### Gate-type map, run 1

The bar under the picture is 20 um long.
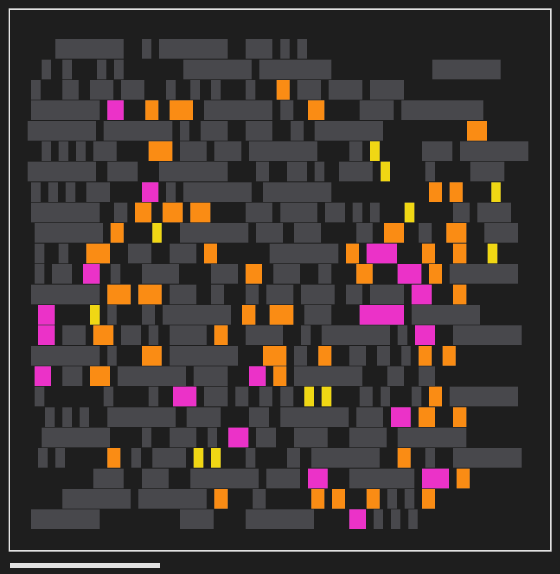
### Floorplan with the power grid, run 1

Pins as bars on the die edge. Tap cells in grey.
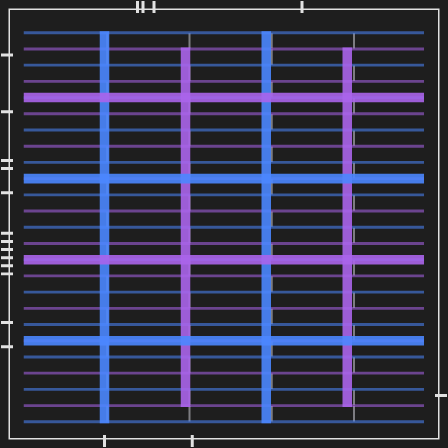
### Cells coloured by class, run 1

The bar under the picture is 20 um long.
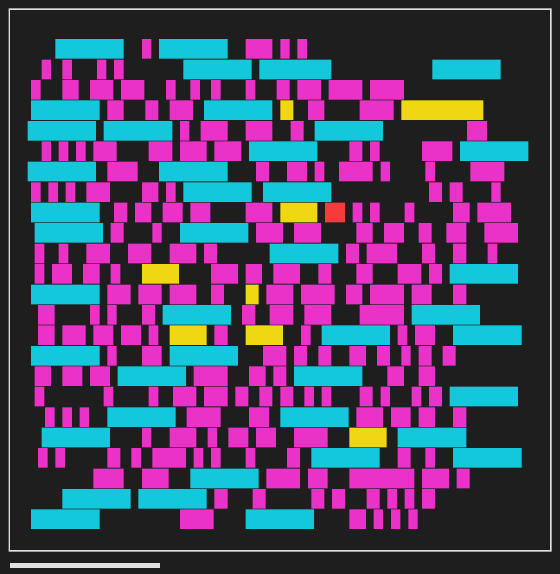
[config.mk]
export PLATFORM = sky130hd
export DESIGN_NAME = uart_reg_writer_flat
export DESIGN_NICKNAME = d
export VERILOG_FILES = /design/src/rtl/uart_cmd_pkg.sv /design/src/rtl/uart_reg_writer_if.sv /design/src/rtl/uart_tx_byte.sv /design/src/rtl/uart_reg_writer.sv /design/src/flat_wrapper.sv
export SDC_FILE = /design/constraint.sdc
export NUM_CORES = 1
export LEC_CHECK = 0
export CAP_MARGIN = 20
export CELL_PAD_IN_SITES_DETAIL_PLACEMENT = 1
export CELL_PAD_IN_SITES_GLOBAL_PLACEMENT = 1
export CORE_MARGIN = 2
export CORE_UTILIZATION = 53
export DETAILED_ROUTE_END_ITERATION = 12
export DONT_BUFFER_PORTS = 1
export MAX_ROUTING_LAYER = met4
export PLACE_DENSITY = 0.92
export SYNTH_ARGS = -nofsm -noshare
export SYNTH_HDL_FRONTEND = slang
export SYNTH_SLANG_ARGS = --single-unit
export TNS_END_PERCENT = 5
[constraint.sdc]
create_clock -name clk -period 5.7 [get_ports clk]
set_input_delay 1.14 -clock clk [delete_from_list [all_inputs] [get_ports clk]]
set_output_delay 1.14 -clock clk [all_outputs]
set_load 0.01 [all_outputs]
[src/rtl/uart_cmd_pkg.sv]
// ============================================================================
// Module   : uart_cmd_pkg
// Purpose  : Shared constants, state enums and the byte-encoding helper for
//            the APU register-write command protocol carried over UART.
// Revision : 1.0 - initial release
// ============================================================================
`default_nettype none

package uart_cmd_pkg;

  // Upper nibble that marks a bank-select byte on the wire.
  localparam logic [3:0] CMD_BANK    = 4'h8;

  // Bit 4 of a data byte says which half of the register value it carries.
  // The receiver commits the write when it sees the high half.
  localparam logic       LOW_NIBBLE  = 1'b0;
  localparam logic       HIGH_NIBBLE = 1'b1;

  // Command sequencer: which byte of the current request is on the wire.
  typedef enum logic [1:0] {
    IDLE = 2'd0,
    BANK = 2'd1,
    LOW  = 2'd2,
    HIGH = 2'd3
  } cmd_state_e;

  // Byte serializer phases.
  typedef enum logic [1:0] {
    S_IDLE  = 2'd0,
    S_START = 2'd1,
    S_DATA  = 2'd2,
    S_STOP  = 2'd3
  } ser_state_e;

  // Data byte layout: {0, addr[1:0], hi/lo flag, nibble[3:0]}.
  function automatic logic [7:0] encode_byte(input logic [1:0] addr,
                                             input logic       hi,
                                             input logic [3:0] nibble);
    return {1'b0, addr, hi, nibble};
  endfunction

  // Bank-select byte layout: {CMD_BANK, bank[3:0]}.
  function automatic logic [7:0] bank_byte(input logic [3:0] bank);
    return {CMD_BANK, bank};
  endfunction

endpackage : uart_cmd_pkg

`default_nettype wire

[src/rtl/uart_reg_writer_if.sv]
// ============================================================================
// Module   : uart_reg_writer_if
// Purpose  : Valid/ready register-write request channel (bank, addr, data).
//            The master offers a request; the slave (uart_reg_writer)
//            accepts it on a clock edge where wr_valid && wr_ready.
// Revision : 1.0 - initial release
// ============================================================================
`default_nettype none

interface uart_reg_writer_if;

  logic       wr_valid;
  logic       wr_ready;
  logic [3:0] wr_bank;
  logic [1:0] wr_addr;
  logic [7:0] wr_data;

  modport master (
    output wr_valid,
    output wr_bank,
    output wr_addr,
    output wr_data,
    input  wr_ready
  );

  modport slave (
    input  wr_valid,
    input  wr_bank,
    input  wr_addr,
    input  wr_data,
    output wr_ready
  );

endinterface : uart_reg_writer_if

`default_nettype wire

[src/rtl/uart_tx_byte.sv]
// ============================================================================
// Module   : uart_tx_byte
// Purpose  : 8N1 UART byte serializer. A load pulse starts a frame (start bit,
//            8 data bits LSB first, stop bit). done pulses in the last cycle
//            of the final stop bit so a new load in that same cycle sends the
//            next frame back to back. tx comes straight from a flop.
// Options  : `define UART_STOP2_EN for two stop bits per frame.
// Revision : 1.0 - initial release
// ============================================================================
`default_nettype none

module uart_tx_byte
  import uart_cmd_pkg::*;
#(
  parameter int unsigned BIT_DIV = 1250
) (
  input  logic       clk,
  input  logic       rst_n,
  input  logic       load,
  input  logic [7:0] byte_in,
  output logic       done,
  output logic       tx
);

  localparam int unsigned      CNT_W    = (BIT_DIV > 1) ? $clog2(BIT_DIV) : 1;
  localparam logic [CNT_W-1:0] CNT_LAST = CNT_W'(BIT_DIV - 1);

  // Index of the final stop bit. The stop phase reuses the data-bit counter
  // to count stop bits.
`ifdef UART_STOP2_EN
  localparam logic [2:0] STOP_LAST = 3'd1;
`else
  localparam logic [2:0] STOP_LAST = 3'd0;
`endif

  // A bit period shorter than two clocks cannot be timed by this counter.
  generate
    if (BIT_DIV < 2) begin : g_bit_div_check
      $error("uart_tx_byte: BIT_DIV must be >= 2");
    end
  endgenerate

  ser_state_e       state_q, state_d;
  logic [CNT_W-1:0] cnt_q,   cnt_d;
  logic [2:0]       bit_q,   bit_d;
  logic [7:0]       shift_q, shift_d;
  logic             tx_q,    tx_d;
  logic             bit_end;

  assign bit_end = (cnt_q == CNT_LAST);
  assign tx      = tx_q;

  // Next-state logic: advance one bit at each bit boundary; load wins.
  always_comb begin
    state_d = state_q;
    cnt_d   = cnt_q;
    bit_d   = bit_q;
    shift_d = shift_q;
    tx_d    = tx_q;
    done    = 1'b0;

    if (state_q != S_IDLE) begin
      cnt_d = bit_end ? '0 : cnt_q + 1'b1;
    end

    case (state_q)
      S_IDLE: begin
        tx_d = 1'b1;
      end
      S_START: begin
        if (bit_end) begin
          state_d = S_DATA;
          bit_d   = 3'd0;
          tx_d    = shift_q[0];
        end
      end
      S_DATA: begin
        // shift_q[0] always holds the bit currently on the line.
        if (bit_end) begin
          if (bit_q == 3'd7) begin
            state_d = S_STOP;
            bit_d   = 3'd0;
            tx_d    = 1'b1;
          end else begin
            bit_d   = bit_q + 1'b1;
            shift_d = shift_q >> 1;
            tx_d    = shift_q[1];
          end
        end
      end
      S_STOP: begin
        if (bit_end) begin
          if (bit_q == STOP_LAST) begin
            done    = 1'b1;
            state_d = S_IDLE;
            tx_d    = 1'b1;
          end else begin
            bit_d   = bit_q + 1'b1;
          end
        end
      end
      default: begin
        state_d = S_IDLE;
        tx_d    = 1'b1;
      end
    endcase

    // A new byte starts its start bit on the very next cycle.
    if (load) begin
      state_d = S_START;
      cnt_d   = '0;
      bit_d   = 3'd0;
      shift_d = byte_in;
      tx_d    = 1'b0;
    end
  end

  // Serializer registers; reset forces the line back to idle-high at once.
  always_ff @(posedge clk or negedge rst_n) begin
    if (!rst_n) begin
      state_q <= S_IDLE;
      cnt_q   <= '0;
      bit_q   <= 3'd0;
      shift_q <= 8'h00;
      tx_q    <= 1'b1;
    end else begin
      state_q <= state_d;
      cnt_q   <= cnt_d;
      bit_q   <= bit_d;
      shift_q <= shift_d;
      tx_q    <= tx_d;
    end
  end

endmodule : uart_tx_byte

`default_nettype wire

[src/rtl/uart_reg_writer.sv]
// ============================================================================
// Module   : uart_reg_writer
// Purpose  : Host-side register-write command transmitter. Accepts
//            (bank, addr, data) requests on a valid/ready channel, encodes
//            each as [bank byte] + low-nibble byte + high-nibble byte and
//            sends them back to back over 8N1 UART. The bank byte is skipped
//            when the receiver is already known to be on the requested bank.
// Options  : `define UART_STOP2_EN for two stop bits per frame (handled in
//            uart_tx_byte; encoding and handshake are unchanged).
// Revision : 1.0 - initial release
// ============================================================================
`default_nettype none

module uart_reg_writer
  import uart_cmd_pkg::*;
#(
  parameter int unsigned CLK_HZ = 12000000,
  parameter int unsigned BAUD   = 9600
) (
  input  logic               clk,
  input  logic               rst_n,
  uart_reg_writer_if.slave   wr,
  output logic               tx,
  output logic               busy
);

  localparam int unsigned BIT_DIV = CLK_HZ / BAUD;

  cmd_state_e state_q,      state_d;
  logic       bank_known_q, bank_known_d;
  logic [3:0] bank_reg_q,   bank_reg_d;
  logic [1:0] addr_q,       addr_d;
  logic [7:0] data_q,       data_d;

  logic       accept;
  logic       need_bank;
  logic       load;
  logic [7:0] byte_in;
  logic       done;

  assign wr.wr_ready = (state_q == IDLE);
  assign accept      = wr.wr_valid && wr.wr_ready;
  assign busy        = (state_q != IDLE);

  // The receiver's bank is only trusted once we have sent it ourselves.
  assign need_bank   = !bank_known_q || (wr.wr_bank != bank_reg_q);

  // Command sequencing: pick the next byte and hand it over as soon as the
  // previous frame's last stop bit ends.
  always_comb begin
    state_d      = state_q;
    bank_known_d = bank_known_q;
    bank_reg_d   = bank_reg_q;
    addr_d       = addr_q;
    data_d       = data_q;
    load         = 1'b0;
    byte_in      = 8'h00;

    case (state_q)
      IDLE: begin
        if (accept) begin
          load   = 1'b1;
          addr_d = wr.wr_addr;
          data_d = wr.wr_data;
          if (need_bank) begin
            state_d      = BANK;
            byte_in      = bank_byte(wr.wr_bank);
            bank_reg_d   = wr.wr_bank;
            bank_known_d = 1'b1;
          end else begin
            state_d = LOW;
            byte_in = encode_byte(wr.wr_addr, LOW_NIBBLE, wr.wr_data[3:0]);
          end
        end
      end
      BANK: begin
        if (done) begin
          state_d = LOW;
          load    = 1'b1;
          byte_in = encode_byte(addr_q, LOW_NIBBLE, data_q[3:0]);
        end
      end
      LOW: begin
        if (done) begin
          state_d = HIGH;
          load    = 1'b1;
          byte_in = encode_byte(addr_q, HIGH_NIBBLE, data_q[7:4]);
        end
      end
      HIGH: begin
        if (done) begin
          state_d = IDLE;
        end
      end
      default: begin
        state_d = IDLE;
      end
    endcase
  end

  // Command state and captured request fields.
  always_ff @(posedge clk or negedge rst_n) begin
    if (!rst_n) begin
      state_q      <= IDLE;
      bank_known_q <= 1'b0;
      bank_reg_q   <= 4'h0;
      addr_q       <= 2'd0;
      data_q       <= 8'h00;
    end else begin
      state_q      <= state_d;
      bank_known_q <= bank_known_d;
      bank_reg_q   <= bank_reg_d;
      addr_q       <= addr_d;
      data_q       <= data_d;
    end
  end

  uart_tx_byte #(
    .BIT_DIV (BIT_DIV)
  ) u_tx (
    .clk     (clk),
    .rst_n   (rst_n),
    .load    (load),
    .byte_in (byte_in),
    .done    (done),
    .tx      (tx)
  );

endmodule : uart_reg_writer

`default_nettype wire

[src/flat_wrapper.sv]
// flat-port wrapper written by rule: the top's interface ports become plain ports
module uart_reg_writer_flat import uart_cmd_pkg::*;
#(
  parameter int unsigned CLK_HZ = 12000000,
  parameter int unsigned BAUD   = 9600
)
  (clk, rst_n, tx, busy, wr_wr_valid, wr_wr_bank, wr_wr_addr, wr_wr_data, wr_wr_ready);
  uart_reg_writer_if wr_i ();
  input  logic clk;
  input  logic rst_n;
  output logic tx;
  output logic busy;
  input wire logic [$bits(wr_i.wr_valid)-1:0] wr_wr_valid;
  input wire logic [$bits(wr_i.wr_bank)-1:0] wr_wr_bank;
  input wire logic [$bits(wr_i.wr_addr)-1:0] wr_wr_addr;
  input wire logic [$bits(wr_i.wr_data)-1:0] wr_wr_data;
  output wire logic [$bits(wr_i.wr_ready)-1:0] wr_wr_ready;
  assign wr_i.wr_valid = wr_wr_valid;
  assign wr_i.wr_bank = wr_wr_bank;
  assign wr_i.wr_addr = wr_wr_addr;
  assign wr_i.wr_data = wr_wr_data;
  assign wr_wr_ready = wr_i.wr_ready;
  uart_reg_writer #(.CLK_HZ(CLK_HZ), .BAUD(BAUD)) u_core (.clk(clk), .rst_n(rst_n), .wr(wr_i), .tx(tx), .busy(busy));
endmodule
==> Changelog: implementation, run 1 <==
### Changed

* Dominant cell area share at 42.09%
* Internal power at 427.8 uW
* CTS root buf: clkbuf_8
* Setup violations, final at 0
* Fillcell total at 507
* Syn Inst Count at 256
* EDFF count, synth at 0
* Cell Type Count at 51
* DR DRC count at 0
* Wire per inst at 18.98 um
* Final-stage net count at 285
* Worst slew pin tran at 0.6069 ns
* Post-synth ARST share at 100.0%
* PortBufs at 0
* Total die area at 0.005157 mm^2
* Placed cell count at 298
* CP Cell Sequence: inv_1, ha_1, nand2_1, nor2_1, a21oi_1, buf_4, nand3_1, o22a_1
* Boundary Pins at 20
* MUX share of area at 7.546%
* Netlist area before placement at 0.002437 mm^2
* Status: finished clean
* Gr ovfl total at 0
* FF-to-FF Start: u_core.state_q[0]
* Compound-Gate Fraction of Synth Area at 14.89%
* Clock slew at reported path FFs at 0.09 ns
* Flop2flop setup slack at 3.03 ns
* Max Slew Vio Count at 0
* Sequential Power Share at 55.3%
* Crit path from: u_core.state_q[0]
* Required @ worst endpoint at 5.89 ns
* Syn avg cell area at 9.521 um^2
* Lkg Pwr at 0.001275 uW
* CP Data Arrival Time at 2.86 ns
* DP Wirelength at 4153 um
* Total GRT Usage at 25.41%
* First-pass GRT wire length at 9873 um
* Fin. Hold Viols at 0
* Clock sink total at 42
* Ys Warns at 0
* Net count after synthesis at 288
* Largest net degree at the start of global routing at 43
* Kind of critical path: reg -> reg
* FP Core Util at 55.59%
* Largest cells by area: dfrtp_1 42%, ha_1 7.7%, mux2i_1 6.2%
* Vias in the first global route at 2126
* Hold depth at 1
* Setup crit start kind: flip-flop
* Area grow syn2layout at 5.134%
* Routability Congestion at 0.8141
* Antenna Cells at 0
* RSZ-0062 raised after global routing: no
* Yosys simple share at 21.25%
* Gate power share at 0.3%
* Most frequent cell after synthesis: dfrtp_1
* Number of DRC markers in iteration 0 at 95
* CP Capture Point: u_core.u_tx.state_q[0]
* Initial antenna violation count at 0
* First-pass DRT Iterations at 5
* Final WL at 5807 um
* Pwr per Cell Area at 210.0 mW/mm^2
* Post-route minimum period at 2.672 ns
* Via density per instance at 6.304
* Layout cells sized above 1 at 8.268%
* Max incr delay on CP at 0.53 ns
* Adder Area Share at 7.700%
* Cell Count, Final, Fillers Out at 306
* Cts hold-fix bufs at 0
Notes on 'Gate-type map' above:
| colour | family | cells | most used |
|---|---|---|---|
| magenta | and/or cells | 18 | and3_1 |
| yellow | inv cells | 11 | inv_1 |
| orange | aoi and oai cells | 47 | a21oi_1 |

Notes on 'Floorplan with the power grid' above:
| colour | net |
|---|---|
| purple | VDD |
| blue | VSS |
signal pins: 20
met1 rails: 25
tap cells: 52
rows: 24
Die H: 71.82 um
core area: 0.004384 mm^2
die width: 71.82 um
Max IR drop VDD: 0.0001220 V

Notes on 'Cells coloured by class' above:
| colour | class | cells | share of their area |
|---|---|---|---|
| yellow | clock drivers and dummy loads | 8 | 4.4% |
| magenta | remaining logic cells | 203 | 53% |
| cyan | registers | 42 | 42% |
| red | remaining buffers and delay cells | 1 | 0.30% |

==> run 1: sequential cells by signal, indices dropped and copies added (netlist names) <==
name	count
u_core.u_tx.cnt_q	11
u_core.data_q	8
u_core.u_tx.shift_q	8
u_core.bank_reg_q	4
u_core.u_tx.bit_q	3
u_core.addr_q	2
u_core.state_q	2
u_core.u_tx.state_q	2
u_core.bank_known_q	1
u_core.u_tx.tx	1
==> run 1: through the flow <==
step	instance area, um^2	hold slack (ns)	setup slack [ns]	power (uW)	util [%]
after CTS	2562	0.4712	3.000	545.3	58.45
after floorplan	2437	0.4252	3.434	305.0	-
after detailed placement	2454	0.4465	2.859	305.2	55.96
final	2562	0.4683	3.028	538.1	58.45
after global placement	2454	0.4428	2.979	305.1	55.96
after global routing	2562	0.4841	2.756	553.1	58.45
==> run 1: worst max-delay path, delay by kind of cell, from the launching register on <==
kind,cells,cell delay (ns)
adders and majority gates,1,0.36
DFF,1,0.41
AOI/OAI and AO/OA,2,0.62
buffers and inverters,2,0.36
and+or+nand+nor,3,0.81
==> run 1: placed cells by master, fill, tap and decap left out, types with 2 or more instances in the layout <==
cell,instances
nand2b_1,2
and3b_1,2
a221oi_1,3
o211ai_1,2
xor2_1,3
mux2i_1,15
or4_1,3
nand3b_1,2
and2_1,3
and3_1,4
nand3_1,10
a31oi_1,3
nand4_1,3
o21ai_0,11
a22oi_1,4
nor3_1,6
inv_1,11
mux2_2,3
a2bb2oi_1,2
ha_1,15
dfrtp_1,41
a21oi_1,15
a32oi_1,2
clkinv_2,2
nand2_1,39
nor2_1,15
o22ai_1,2
a21o_1,3
clkbuf_8,5
o22a_1,2
==> run 1: power groups by stage <==
stage	sequential [uW]	clock, uW	combinational, uW
after global routing	298	254	1.71
after floorplan	304	0	1.29
after CTS	298	246	1.54
after detailed placement	304	0	1.53
after global placement	304	0	1.41
final	298	239	1.53
==> run 1: routing by layer <==
metal | vias to the layer above | share of wire (%) | track usage, %
met5 | - | 0 | -
met4 | 0 | 2.3 | 9.224
met3 | 11 | 3.4 | 4.079
met2 | 41 | 53 | 45.58
met1 | 974 | 41 | 28.40
li1 | 903 | - | -
==> run 1: cell type report <==
class / count / area share (%)
timing repair buffer: 1 / 0.2930
sequential: 42 / 41.06
multi-input combinational: 192 / 50.24
clock buffer: 5 / 2.686
clock inverter: 3 / 1.562
tap: 52 / 2.539
inverter: 11 / 1.611
==> run 1: worst min-delay path by stage <==
stage / startpoint / slack, ns / endpoint
global placement: u_core.bank_known_q / 0.44 / u_core.bank_known_q
detailed placement: u_core.bank_known_q / 0.45 / u_core.bank_known_q
finish: u_core.bank_known_q / 0.47 / u_core.bank_known_q
CTS: u_core.bank_known_q / 0.47 / u_core.bank_known_q
global route: u_core.bank_known_q / 0.48 / u_core.bank_known_q
floorplan: u_core.bank_known_q / 0.43 / u_core.bank_known_q
### Clock distribution, run 1

The bar under the picture is 20 um long.
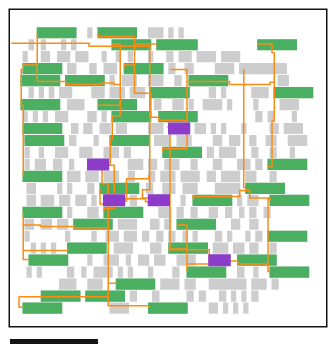

## Run 2: what changed since run 1
- CORE_UTILIZATION: 53 -> 49
- PLACE_DENSITY: 0.92 -> 0.87
- clock period: 5.7 -> 2.5 ns (I/O delays scaled with it)
### Clock distribution, run 2

The bar under the picture is 20 um long.
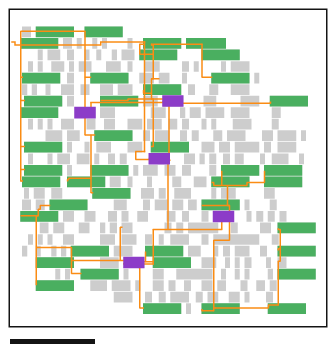
[green] flip-flops | count: 42
[orange] clock wires | length: 546 um
[purple] clock-net drivers | count: 5
routed clock nets: 6
flops lie: all over the die

### Clock wiring as the flow saved it, run 2

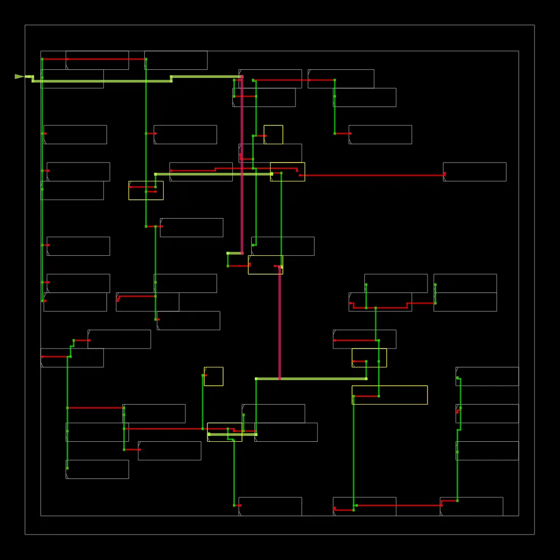
flop count: 42
clk pwr: 541 uW

==> Changelog: implementation, run 2 <==
### Changed

* Status: finished clean
* Most flop-heavy register: u_core.u_tx.cnt_q
* Netlist area before placement at 0.002437 mm^2
* DP Wirelength at 3848 um
* Kind of critical path: reg -> reg
* CP Data Arrival Time at 2.33 ns
* Gr ovfl total at 0
* DR DRC count at 0
* Net count after synthesis at 288
* MUX share of area at 7.546%
* Top Layout Cells: 41 x dfrtp_1, 39 x nand2_1
* Post-route minimum period at 2.101 ns
* Compound-Gate Fraction of Synth Area at 14.89%
* CP Cell Sequence: inv_1, ha_1, nor4b_4, a31oi_1, nor3_1, mux2_2, nor2_1
* Cell Count, Final, Fillers Out at 325
* Largest cells by area: dfrtp_1 42%, ha_1 7.7%, mux2i_1 6.2%
* Clock sink total at 42
* Final WL at 5538 um
* Number of DRC markers in iteration 0 at 94
* Lkg Pwr at 0.001291 uW
* Yosys simple share at 21.25%
* Dominant cell area share at 42.09%
* Total die area at 0.005554 mm^2
* Clock slew at reported path FFs at 0.08 ns
* Most frequent cell after synthesis: dfrtp_1
* Post-synth ARST share at 100.0%
* Largest net degree at the start of global routing at 42
* Adder Area Share at 7.700%
* Final-stage net count at 289
* Setup violations, final at 0
* FP Core Util at 51.26%
* Wire per inst at 17.04 um
* Area grow syn2layout at 7.854%
* CTS root buf: clkbuf_8
* Pwr per Cell Area at 471.1 mW/mm^2
* Worst slew pin tran at 0.6253 ns
* Via density per instance at 5.766
* Regs by FF count: u_core.u_tx.cnt_q x11, u_core.data_q x8, u_core.u_tx.shift_q x8
* Total GRT Usage at 22.81%
* Setup crit start kind: flip-flop
* Layout cells sized above 1 at 9.690%
* Die width at 74.53 um
* Routability Congestion at 0.8368
* Max IR drop VDD at 0.0002968 V
* EDFF count, synth at 0
* Cell Type Count at 51
* Die H at 74.53 um
* Max Slew Vio Count at 0
* Syn avg cell area at 9.521 um^2
### Cells coloured by class, run 2

The bar under the picture is 20 um long.
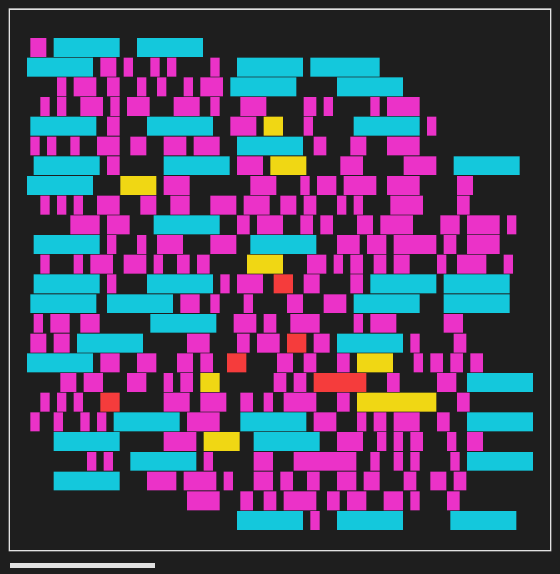
| colour | class | cells | share of their area |
|---|---|---|---|
| cyan | registers | 42 | 41% |
| red | remaining buffers and delay cells | 5 | 2.0% |
| yellow | clock drivers and dummy loads | 8 | 4.5% |
| magenta | remaining logic cells | 203 | 52% |
Rows: 25
flop share of the area: 40.03%
final core utilization: 55.29%
core area: 0.004755 mm^2

-- run 2: final timing paths --
| path | endpoint | slack, ns | from | cells after the start |
|---|---|---|---|---|
| setup / recovery | u_core.u_tx.bit_q[0] | 0.40 | u_core.u_tx.cnt_q[1] | 7 |
| hold / removal | u_core.u_tx.tx | 0.04 | rst_n | 0 |
| setup reg to reg | u_core.u_tx.bit_q[0] | 0.40 | u_core.u_tx.cnt_q[1] | 7 |
| hold reg to reg | u_core.bank_known_q | 0.47 | u_core.bank_known_q | 1 |
| max in group asynchronous | u_core.u_tx.cnt_q[3] | 2.26 | rst_n | 1 |
| min in group clk | u_core.bank_reg_q[0] | 0.30 | wr_wr_bank[0] | 2 |
-- run 2: per-stage QoR --
stage / setup WS [ns] / total power, uW / instance area, um^2 / hold slack [ns]
final: 0.3988 / 1238 / 2629 / 0.03640
after global routing: 0.2043 / 1284 / 2629 / 0.02145
after CTS: 0.4250 / 1259 / 2629 / 0.02615
after detailed placement: 0.4419 / 695.6 / 2495 / 0.2054
after global placement: 0.4893 / 695.6 / 2495 / 0.2054
after floorplan: 0.6570 / 695.4 / 2437 / 0.2044
-- run 2: cell type report --
type,instances,area [um^2]
multi-input combinational,192,1287
timing repair buffer,5,50.05
sequential,42,1052
clock inverter,3,45.04
clock buffer,5,68.82
fill,558,2126
inverter,11,41.29
tap,67,83.83
-- run 2: power by group --
part,internal [uW],switching [uW]
Sequential,679,0
Clock,297,244
Combinational,5.39,13.6
-- run 2: cell families (layout without fill, tap and decap cells) --
group | after synthesis | count (layout)
simple gates | 99 | 99
fa+ha+maj | 15 | 15
mux | 18 | 18
buf+inv | 22 | 24
xor+xnor | 4 | 4
flops | 42 | 42
compound gates | 56 | 56
-- run 2: worst max-delay path: cells and delay by family, from the launching register on --
family                   cells  cell delay [ns]
AND-OR/OR-AND                1             0.19
adder cells (fa/ha/maj)      1             0.15
buffers and inverters        1             0.09
flip-flops                   1             0.44
multiplexers                 1             0.39
AND/OR/NAND/NOR              3             0.78
-- run 2: timing repair --
item	in CTS	in global routing
endpoints found under the hold margin	41	0
setup endpoints to repair	0	0
hold buffers	1	0
-- run 2: routing by layer --
layer	global-route usage, %	wire length, um	vias up
li1	-	-	910
met1	26.44	2395	922
met2	38.94	2843	34
met3	5.014	201	8
met4	7.937	97	0
met5	-	0	-
### Floorplan with the power grid, run 2

Pins as bars on the die edge. Tap cells in grey.
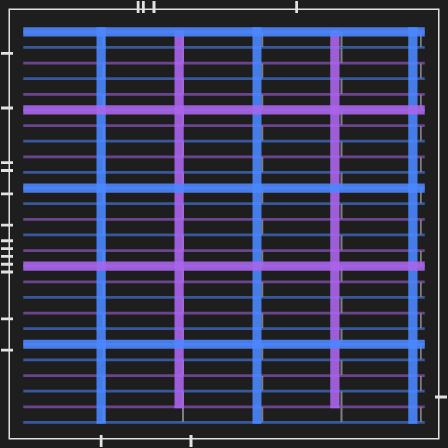

## Run 3: what changed since run 2
- CORE_UTILIZATION: 49 -> 44
- PLACE_DENSITY: 0.87 -> 0.83
- clock period: 2.5 -> 1.8 ns (I/O delays scaled with it)
### Floorplan with the power grid, run 3

Pins as bars on the die edge. Tap cells in grey.
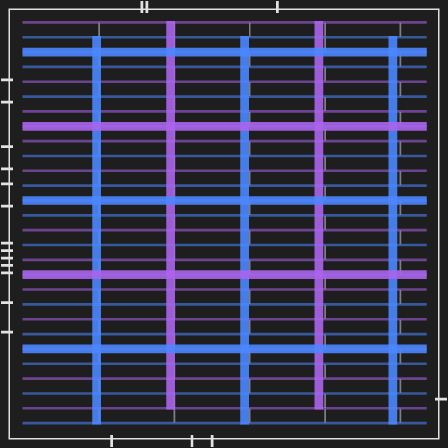
| colour | net |
|---|---|
| blue | VSS |
| purple | VDD |
met1 rails: 28
tap cells: 72
rows: 27
met5 straps: 5
Max IR drop VDD: 0.0003729 V
die width: 78.43 um
core area: 0.005439 mm^2
Die H: 78.43 um

### Gate-type map, run 3

The bar under the picture is 20 um long.
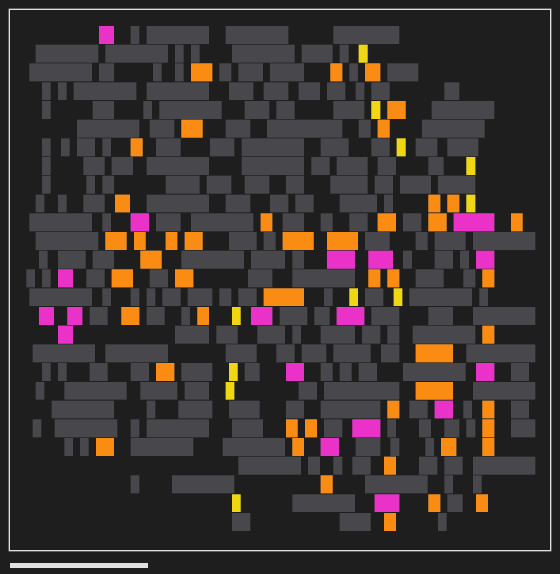
| colour | family | cells |
|---|---|---|
| orange | aoi and oai cells | 47 |
| magenta | and/or cells | 18 |
| yellow | inv cells | 11 |

### Clock wiring as the flow saved it, run 3

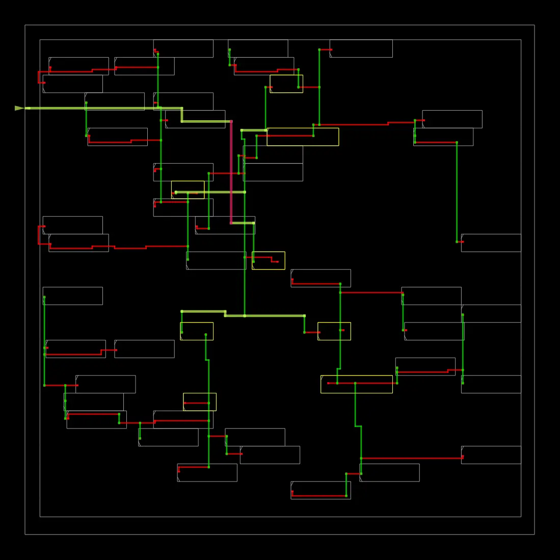
CTS buffer count: 5
clk_lat worst skew: 0.30 ns
Setup Skew: 0.007908 ns
clock sink total: 42

==> Changelog: implementation, run 3 <==
### Changed

* Cells in synth_stat.txt at 256
* Wire per inst at 18.40 um
* Regs by FF count: u_core.u_tx.cnt_q x11, u_core.data_q x8, u_core.u_tx.shift_q x8
* Worst Path Buf+Inv at 0
* Final-stage net count at 322
* Syn avg cell area at 9.521 um^2
* Max Cap Violations at 0
* Most frequent cell after synthesis: dfrtp_1
* Vias in the first global route at 2319
* Synth area leader: dfrtp_1
* Worst slew pin tran at 0.4009 ns
* Pwr per Cell Area at 633.8 mW/mm^2
* CP Cell Sequence: ha_2, and3b_2, and3b_1, a21o_2, o21a_1, o22a_1
* Hold endpoint: u_core.bank_reg_q[3]
* Flop2flop setup slack at -0.09 ns
* Pre-CTS setup slack at -0.04425 ns
* DR DRC count at 0
* Fin crit share at 104.8%
* Worst Min Path Start: wr_wr_bank[3]
* Lkg Pwr at 0.001520 uW
* Fmax at 529.9 MHz
* Via Count at 2085
* Flops after synth at 42
* Clock slew at reported path FFs at 0.09 ns
* H-tree level count at 2
* Minimum hold slack at 0.1636 ns
* CP Data Arrival Time at 2.08 ns
* Gr ovfl total at 0
* First-pass DRT Iterations at 4
* Post-route minimum period at 1.887 ns
* Final WL at 6681 um
* Top cells by count, synth: 41 x dfrtp_1, 39 x nand2_1
* Cell Type Count at 51
* Max Slew Vio Count at 0
* Failing checks: setup timing
* Final TNS setup at -0.2341 ns
* Layout cells sized above 1 at 25.43%
* Largest cells by area: dfrtp_1 42%, ha_1 7.7%, mux2i_1 6.2%
* Most flop-heavy register: u_core.u_tx.cnt_q
* Routability Congestion at 0.8388
* Min-Delay Path Class: in -> reg
* Post-synth ARST share at 100.0%
* Number of DRC markers in iteration 0 at 69
* FF-to-FF Start: u_core.u_tx.state_q[0]
* Dominant cell area share at 42.09%
* Via density per instance at 5.744
* Final setup margin at -0.08709 ns
* Setup crit start kind: flip-flop
* FP Core Util at 44.81%
* Net count after synthesis at 288
* Largest net degree at the start of global routing at 43
* CP max-delay cell: dfrtp_1
* FF-to-FF End: u_core.u_tx.state_q[0]
* EDFF count, synth at 0
* Area grow syn2layout at 24.18%
* Delay-heaviest family, CP: AND-OR/OR-AND gates
* Top Layout Cells: 41 x dfrtp_1, 38 x nand2_1, 31 x buf_4, 15 x mux2i_1
* Netlist area before placement at 0.002437 mm^2
* Max incr delay on CP at 0.43 ns
* Max-slew headroom at 73.17%
* Status: complete, but fails checks
* Total GRT Usage at 23.96%
* Initial antenna violation count at 0
* Register-to-Register Path Depth at 6
* Yosys chip area at 0.002437 mm^2
* CP Capture Type: flip-flop
* RSZ-0062 raised after global routing: yes
* Max reg flops at 11
* Boundary Pins at 20
* Commonest Layout Cell: dfrtp_1
* Ys Warns at 0
* Post-route antenna net violation count at 0
* Fin. Hold Viols at 0
* Placed cell area at 0.002708 mm^2
* Total die area at 0.006150 mm^2
* Clk buf depth at 2
* Antenna Cells at 0
* Power, Total at 1918 uW
* Required @ worst endpoint at 1.99 ns
* DP Wirelength at 4577 um
* Hold depth at 2
* Final instance area at 0.003027 mm^2
* Rows at 27
* Syn Inst Count at 256
* PortBufs at 0
* CTS root buf: clkbuf_8
* Kind of critical path: reg -> reg
* Setup violations, final at 7
* First-pass GRT wire length at 11260 um
-- run 3: power by group --
group	total, uW	internal, uW	leakage [uW]	switching, uW
logic	31.7	10.5	0.000948	21.2
registers	943	943	0.000500	0
clock network	944	592	0.0000714	352
-- run 3: repair_timing --
action	CTS	global route
pin swaps	9	5
resized	10	20
endpoints found under the setup margin	14	28
buffers inserted	4	1
endpoints found under the hold margin	42	0
hold buffers	2	0
-- run 3: final cells by class --
cell class | instances | area (um^2)
Fill cell | 606 | 2412
Clock buffer | 6 | 82.58
Timing Repair Buffer | 38 | 326.6
Sequential cell | 42 | 1052
Inverter | 11 | 41.29
Clock inverter | 2 | 60.06
Tap cell | 72 | 90.09
Multi-Input combinational cell | 192 | 1374
-- run 3: through the flow --
step / std cells / utilization, %
after CTS: 362 / 54.29
after floorplan: 256 / -
after global routing: 363 / 55.65
final: 363 / 55.65
after detailed placement: 348 / 49.78
after global placement: 348 / 49.78
-- run 3: worst max path at each step --
stage / start / end / cells after the start
after floorplan: u_core.state_q[0] / u_core.u_tx.bit_q[0] / 8
after global placement: u_core.u_tx.state_q[0] / u_core.u_tx.state_q[0] / 6
after detailed placement: u_core.u_tx.state_q[0] / u_core.u_tx.state_q[0] / 6
after CTS: u_core.u_tx.cnt_q[1] / u_core.u_tx.bit_q[0] / 8
after global routing: u_core.u_tx.state_q[0] / u_core.u_tx.bit_q[0] / 8
final: u_core.u_tx.state_q[0] / u_core.u_tx.state_q[0] / 6
-- run 3: cells by family after synthesis --
| kind of cell | Yosys count | synth area share, % |
|---|---|---|
| AOI/OAI and AO/OA | 56 | 14.89 |
| xor gates and xnor gates | 4 | 1.438 |
| adders and majority gates | 15 | 7.700 |
| buffers and inverters | 22 | 4.004 |
| DFF | 42 | 43.17 |
| muxes | 18 | 7.546 |
| and+or+nand+nor | 99 | 21.25 |
-- run 3: layer usage --
| metal | part of all wire [%] | vias up | global-route usage [%] | wire, um |
|---|---|---|---|---|
| met4 | 1.1 | 0 | 7.018 | 76 |
| met1 | 43 | 1065 | 27.35 | 2850 |
| met3 | 2.5 | 8 | 4.253 | 169 |
| li1 | - | 975 | - | - |
| met2 | 54 | 37 | 43.10 | 3584 |
| met5 | 0 | - | - | 0 |
Power is estimated from default activity; no workload was simulated.
